$ cat config.mk
export PLATFORM = sky130hd
export DESIGN_NAME = jtag_tap_ctrl
export DESIGN_NICKNAME = d
export VERILOG_FILES = /design/src/rtl/jtag_pkg.sv /design/src/rtl/jtag_tap_fsm.sv /design/src/rtl/jtag_tap_ctrl.sv
export SDC_FILE = /design/constraint.sdc
export NUM_CORES = 1
export LEC_CHECK = 0
export ABC_AREA = 1
export CAP_MARGIN = 40
export CORE_UTILIZATION = 40
export CTS_CLUSTER_DIAMETER = 120
export DETAILED_ROUTE_END_ITERATION = 12
export PLACE_DENSITY_LB_ADDON = 0.05
export SLEW_MARGIN = 40
export SYNTH_ARGS = -nofsm -noshare
export SYNTH_HDL_FRONTEND = slang
export SYNTH_SLANG_ARGS = --single-unit
$ cat constraint.sdc
create_clock -name tck -period 1.1 [get_ports tck]
set_input_delay 0.22 -clock tck [delete_from_list [all_inputs] [get_ports tck]]
set_output_delay 0.22 -clock tck [all_outputs]
set_load 0.02 [all_outputs]
$ cat src/rtl/jtag_pkg.sv
// Shared TAP state encoding and constants for the JTAG TAP controller.
package jtag_pkg;

  typedef enum logic [3:0] {
    TAP_TLR, TAP_RTI, TAP_SEL_DR, TAP_CAP_DR, TAP_SH_DR, TAP_EX1_DR, TAP_PAUSE_DR, TAP_EX2_DR,
    TAP_UPD_DR, TAP_SEL_IR, TAP_CAP_IR, TAP_SH_IR, TAP_EX1_IR, TAP_PAUSE_IR, TAP_EX2_IR,
    TAP_UPD_IR
  } tap_state_t;

  localparam int unsigned TAP_RESET_TMS_CYCLES = 5;

endpackage

$ cat src/rtl/jtag_tap_fsm.sv
// 16-state IEEE 1149.1 TAP state machine with decoded state strobes.
module jtag_tap_fsm
  import jtag_pkg::*;
(
  input  logic       i_tck,
  input  logic       i_trst,
  input  logic       i_tms,
  output tap_state_t o_state,
  output logic       o_state_tlr,
  output logic       o_state_runidle,
  output logic       o_state_capturedr,
  output logic       o_state_shiftdr,
  output logic       o_state_updatedr
);

  tap_state_t r_state;
  tap_state_t w_next;

  always_comb begin
    w_next = r_state;
    case (r_state)
      TAP_TLR:      w_next = i_tms ? TAP_TLR      : TAP_RTI;
      TAP_RTI:      w_next = i_tms ? TAP_SEL_DR   : TAP_RTI;
      TAP_SEL_DR:   w_next = i_tms ? TAP_SEL_IR   : TAP_CAP_DR;
      TAP_CAP_DR:   w_next = i_tms ? TAP_EX1_DR   : TAP_SH_DR;
      TAP_SH_DR:    w_next = i_tms ? TAP_EX1_DR   : TAP_SH_DR;
      TAP_EX1_DR:   w_next = i_tms ? TAP_UPD_DR   : TAP_PAUSE_DR;
      TAP_PAUSE_DR: w_next = i_tms ? TAP_EX2_DR   : TAP_PAUSE_DR;
      TAP_EX2_DR:   w_next = i_tms ? TAP_UPD_DR   : TAP_SH_DR;
      TAP_UPD_DR:   w_next = i_tms ? TAP_SEL_DR   : TAP_RTI;
      TAP_SEL_IR:   w_next = i_tms ? TAP_TLR      : TAP_CAP_IR;
      TAP_CAP_IR:   w_next = i_tms ? TAP_EX1_IR   : TAP_SH_IR;
      TAP_SH_IR:    w_next = i_tms ? TAP_EX1_IR   : TAP_SH_IR;
      TAP_EX1_IR:   w_next = i_tms ? TAP_UPD_IR   : TAP_PAUSE_IR;
      TAP_PAUSE_IR: w_next = i_tms ? TAP_EX2_IR   : TAP_PAUSE_IR;
      TAP_EX2_IR:   w_next = i_tms ? TAP_UPD_IR   : TAP_SH_IR;
      TAP_UPD_IR:   w_next = i_tms ? TAP_SEL_DR   : TAP_RTI;
      default:      w_next = TAP_TLR;
    endcase
  end

  always_ff @(posedge i_tck) begin
    if (i_trst) begin
      r_state <= TAP_TLR;
    end else begin
      r_state <= w_next;
    end
  end

  // Strobes decode the registered state, so each is valid for the whole cycle.
  always_comb begin
    o_state           = r_state;
    o_state_tlr       = (r_state == TAP_TLR);
    o_state_runidle   = (r_state == TAP_RTI);
    o_state_capturedr = (r_state == TAP_CAP_DR);
    o_state_shiftdr   = (r_state == TAP_SH_DR);
    o_state_updatedr  = (r_state == TAP_UPD_DR);
  end

endmodule

$ cat src/rtl/jtag_tap_ctrl.sv
// TAP controller top: instruction register capture/shift/update and TDO mux.
module jtag_tap_ctrl
  import jtag_pkg::*;
#(
  parameter int unsigned        IR_LEN          = 4,
  parameter logic [IR_LEN-1:0]  IR_CAPTURE      = 4'b0101,
  parameter logic [IR_LEN-1:0]  IR_RESET_OPCODE = 4'b0001
) (
  input  logic              tck,
  input  logic              trst,
  input  logic              tms,
  input  logic              tdi,
  input  logic              dr_tdo,
  output logic              tdo,
  output logic              tdo_en,
  output logic              state_tlr,
  output logic              state_runidle,
  output logic              state_capturedr,
  output logic              state_shiftdr,
  output logic              state_updatedr,
  output logic [IR_LEN-1:0] ir_reg,
  output logic              ir_update
);

  tap_state_t        w_state;
  logic [IR_LEN-1:0] r_ir_shift;
  logic [IR_LEN-1:0] r_ir_reg;
  logic              r_ir_update;

  jtag_tap_fsm u_fsm (
    .i_tck             (tck),
    .i_trst            (trst),
    .i_tms             (tms),
    .o_state           (w_state),
    .o_state_tlr       (state_tlr),
    .o_state_runidle   (state_runidle),
    .o_state_capturedr (state_capturedr),
    .o_state_shiftdr   (state_shiftdr),
    .o_state_updatedr  (state_updatedr)
  );

  // Reset discards any partial IR shift; TLR keeps reloading the reset opcode without a pulse.
  always_ff @(posedge tck) begin
    if (trst) begin
      r_ir_shift  <= '0;
      r_ir_reg    <= IR_RESET_OPCODE;
      r_ir_update <= 1'b0;
    end else begin
      r_ir_update <= (w_state == TAP_UPD_IR);
      if (w_state == TAP_CAP_IR) begin
        r_ir_shift <= IR_CAPTURE;
      end else if (w_state == TAP_SH_IR) begin
        r_ir_shift <= {tdi, r_ir_shift[IR_LEN-1:1]};
      end
      if (w_state == TAP_UPD_IR) begin
        r_ir_reg <= r_ir_shift;
      end else if (w_state == TAP_TLR) begin
        r_ir_reg <= IR_RESET_OPCODE;
      end
    end
  end

  always_comb begin
    tdo = 1'b0;
    if (w_state == TAP_SH_IR) begin
      tdo = r_ir_shift[0];
    end else if (w_state == TAP_SH_DR) begin
      tdo = dr_tdo;
    end
    tdo_en    = (w_state == TAP_SH_IR) || (w_state == TAP_SH_DR);
    ir_reg    = r_ir_reg;
    ir_update = r_ir_update;
  end

endmodule
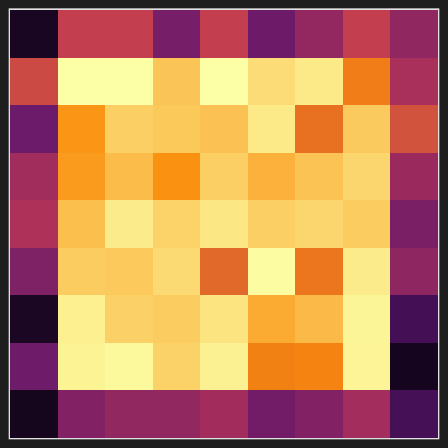
run_1/cell_density.png
9 x 9 tiles, from black (low) to pale yellow (high), 0 to 100% covered.
tiles over 75% full: 53%
fullest tile: 100%
mean over tiles: 67%
area of the core region: 1540 um^2
final standard cell utilization of the core: 0.824
Floorplan Utilization: 0.438

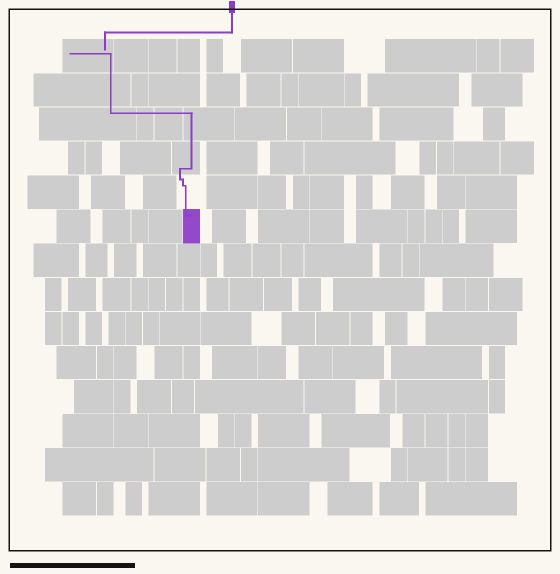
run_1/io_fan.png
Bar = 10 um.
| color | port | direction | edge | end cells | buffers | wire |
|---|---|---|---|---|---|---|
| purple | `state_runidle` | output | top | 1 | 1 | 37.4 um |
number of placed I/O pins: 17
count of input and output buffers: 16

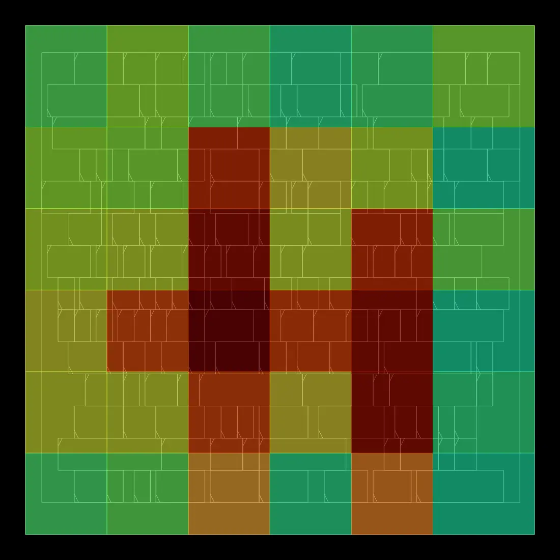
run_1/congestion.png
overall global routing resource usage: 0.235
met2 Track Usage GR: 0.430
GRT met1 Usage: 0.250

==> impl_summary.log, run 1 <==
[flow] summary of implementation run
[metrics] result of the run: finished, violations left
[metrics] violated checks: setup timing
[metrics] chip area in the Yosys report: 676 um^2
[metrics] Largest cell class: multi-input combinational cells
[metrics] sort of element at the start of the critical path: flip-flop
[metrics] Critical Path Sink: tdo
[metrics] Synth Area in Adders: 0
[metrics] Final setup viols: 18
[metrics] highest-count logic cell in the final layout: buf_4
[metrics] maximum level of the CTS H-tree: 1
[metrics] sequential power: 0.497 mW
[metrics] count of plain and timing-repair buffers: 45
[metrics] Switch Pwr: between 0.3 and 0.4 mW
[metrics] minimum setup slack in the final design: -347 ps
[metrics] signal buffers share of area: 0.308
[metrics] via count: 944
[metrics] clock tree sinks: 13
[metrics] num sequential: 13
[metrics] highest net fanout along the worst path: 3
[metrics] Sequential Power Share: 0.428
[metrics] warnings from Yosys: 0
[metrics] register-to-register setup slack: -240 ps
[metrics] most numerous cell in the Yosys netlist: nand2_1
[metrics] Well-Tap Cells: 16
[metrics] overflow left after global routing: 0
[metrics] Log Warnings: 28
[metrics] total leakage power: just over 0.6 nW
[metrics] cell repeated most along the worst path: nand2_2
[metrics] count of buffer and inverter cells on the critical path: 2
[metrics] CTS resizes: between 90 and 100
[metrics] IR Drop Worst-Case VDD: ~740 uV
[metrics] worst hold path stage count: 2
[metrics] die outline area: 1860 um^2
[metrics] antenna cell count: 0
[metrics] number of clock buffer instances in the layout: 3
[metrics] wire length on met1: roughly 940 um
[metrics] placed inst area: about 1100 um^2
[metrics] drt via density: roughly 5.6
[metrics] RD Place Congestion: roughly 0.95
[metrics] kind of cell adding the most delay to the critical path: flip-flops
[metrics] Distinct cells, synth: 15
[metrics] worst clock skew: 9.11 ps
[metrics] Placed Instances: ~160
[metrics] Post-Place Worst Slack: -534 ps
[metrics] Top non-seq family: simple AND/OR/NAND/NOR gates
[metrics] max-capacitance violation count: 0
run_1/sizes.png
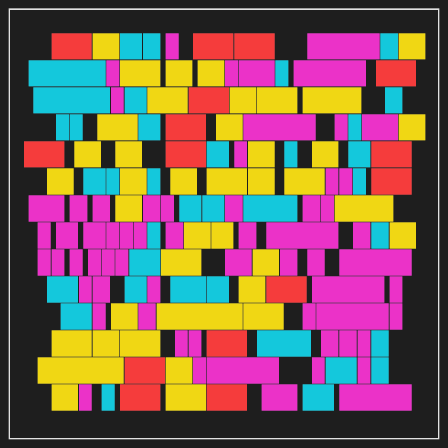

==> inputs of run 2 (changes only) <==
--- a/config.mk
+++ b/config.mk
@@ -7,7 +7,7 @@
 export LEC_CHECK = 0
 export ABC_AREA = 1
 export CAP_MARGIN = 40
-export CORE_UTILIZATION = 40
+export CORE_UTILIZATION = 42
 export CTS_CLUSTER_DIAMETER = 120
 export DETAILED_ROUTE_END_ITERATION = 12
 export PLACE_DENSITY_LB_ADDON = 0.05
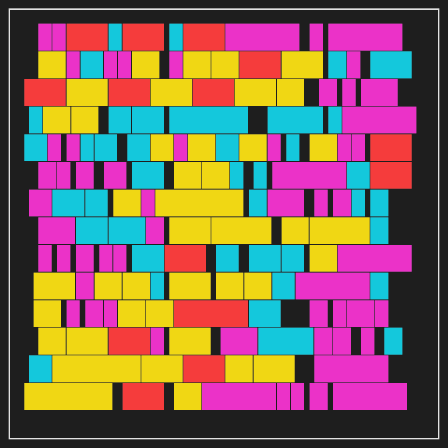
run_2/sizes.png
| color | size | cells | share |
|---|---|---|---|
| magenta | _0 and _1 cells | 58 | 38% |
| cyan | _2 cells | 40 | 26% |
| red | _6 and larger | 14 | 9.1% |
| yellow | _3 and _4 cells | 42 | 27% |

==> impl_summary.log, run 2 <==
[flow] summary of implementation run
[metrics] result of the run: finished, violations left
[metrics] violated checks: setup timing
[metrics] number of placed I/O pins: 17
[metrics] chip area in the Yosys report: just under 700 um^2
[metrics] sequential power: 0.494 mW
[metrics] RD Place Congestion: 0.827
[metrics] drt via density: between 5 and 6
[metrics] most numerous cell in the Yosys netlist: nand2_1
[metrics] minimum setup slack in the final design: -327 ps
[metrics] count of plain and timing-repair buffers: approximately 45
[metrics] worst hold path stage count: 2
[metrics] wire length on met1: 981 um
[metrics] Placed Instances: about 160
[metrics] Switch Pwr: 0.379 mW
[metrics] max-capacitance violation count: 0
[metrics] CTS resizes: ~100
[metrics] Floorplan Utilization: 0.449
[metrics] Sequential Power Share: 0.426
[metrics] num sequential: 13
[metrics] Critical Path Sink: tdo
[metrics] Top non-seq family: simple AND/OR/NAND/NOR gates
[metrics] signal buffers share of area: 0.299
[metrics] Final setup viols: 18
[metrics] Synth Area in Adders: 0
[metrics] Largest cell class: multi-input combinational cells
[metrics] Distinct cells, synth: 15
[metrics] die outline area: between 1500 and 2000 um^2
[metrics] Well-Tap Cells: 16
[metrics] Log Warnings: 28
[metrics] overflow left after global routing: 0
[metrics] overall global routing resource usage: 0.312
[metrics] count of buffer and inverter cells on the critical path: 3
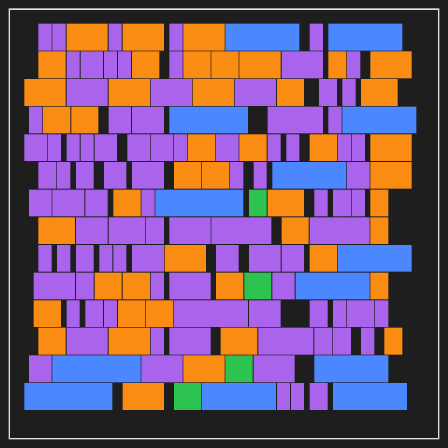
run_2/placement_by_type.png
| color | class | cells | share of their area |
|---|---|---|---|
| orange | other buffers and delay cells | 45 | 30% |
| purple | combinational and other logic | 92 | 46% |
| blue | flops | 13 | 21% |
| green | clock drivers and dummy loads | 4 | 2.2% |
cell area after layout: 1300 um^2
area of the core region: 1510 um^2
sequential fraction of total cell area: 0.210
final standard cell utilization of the core: 0.861
row cnt: 14

Power and IR drop assume default switching activity.
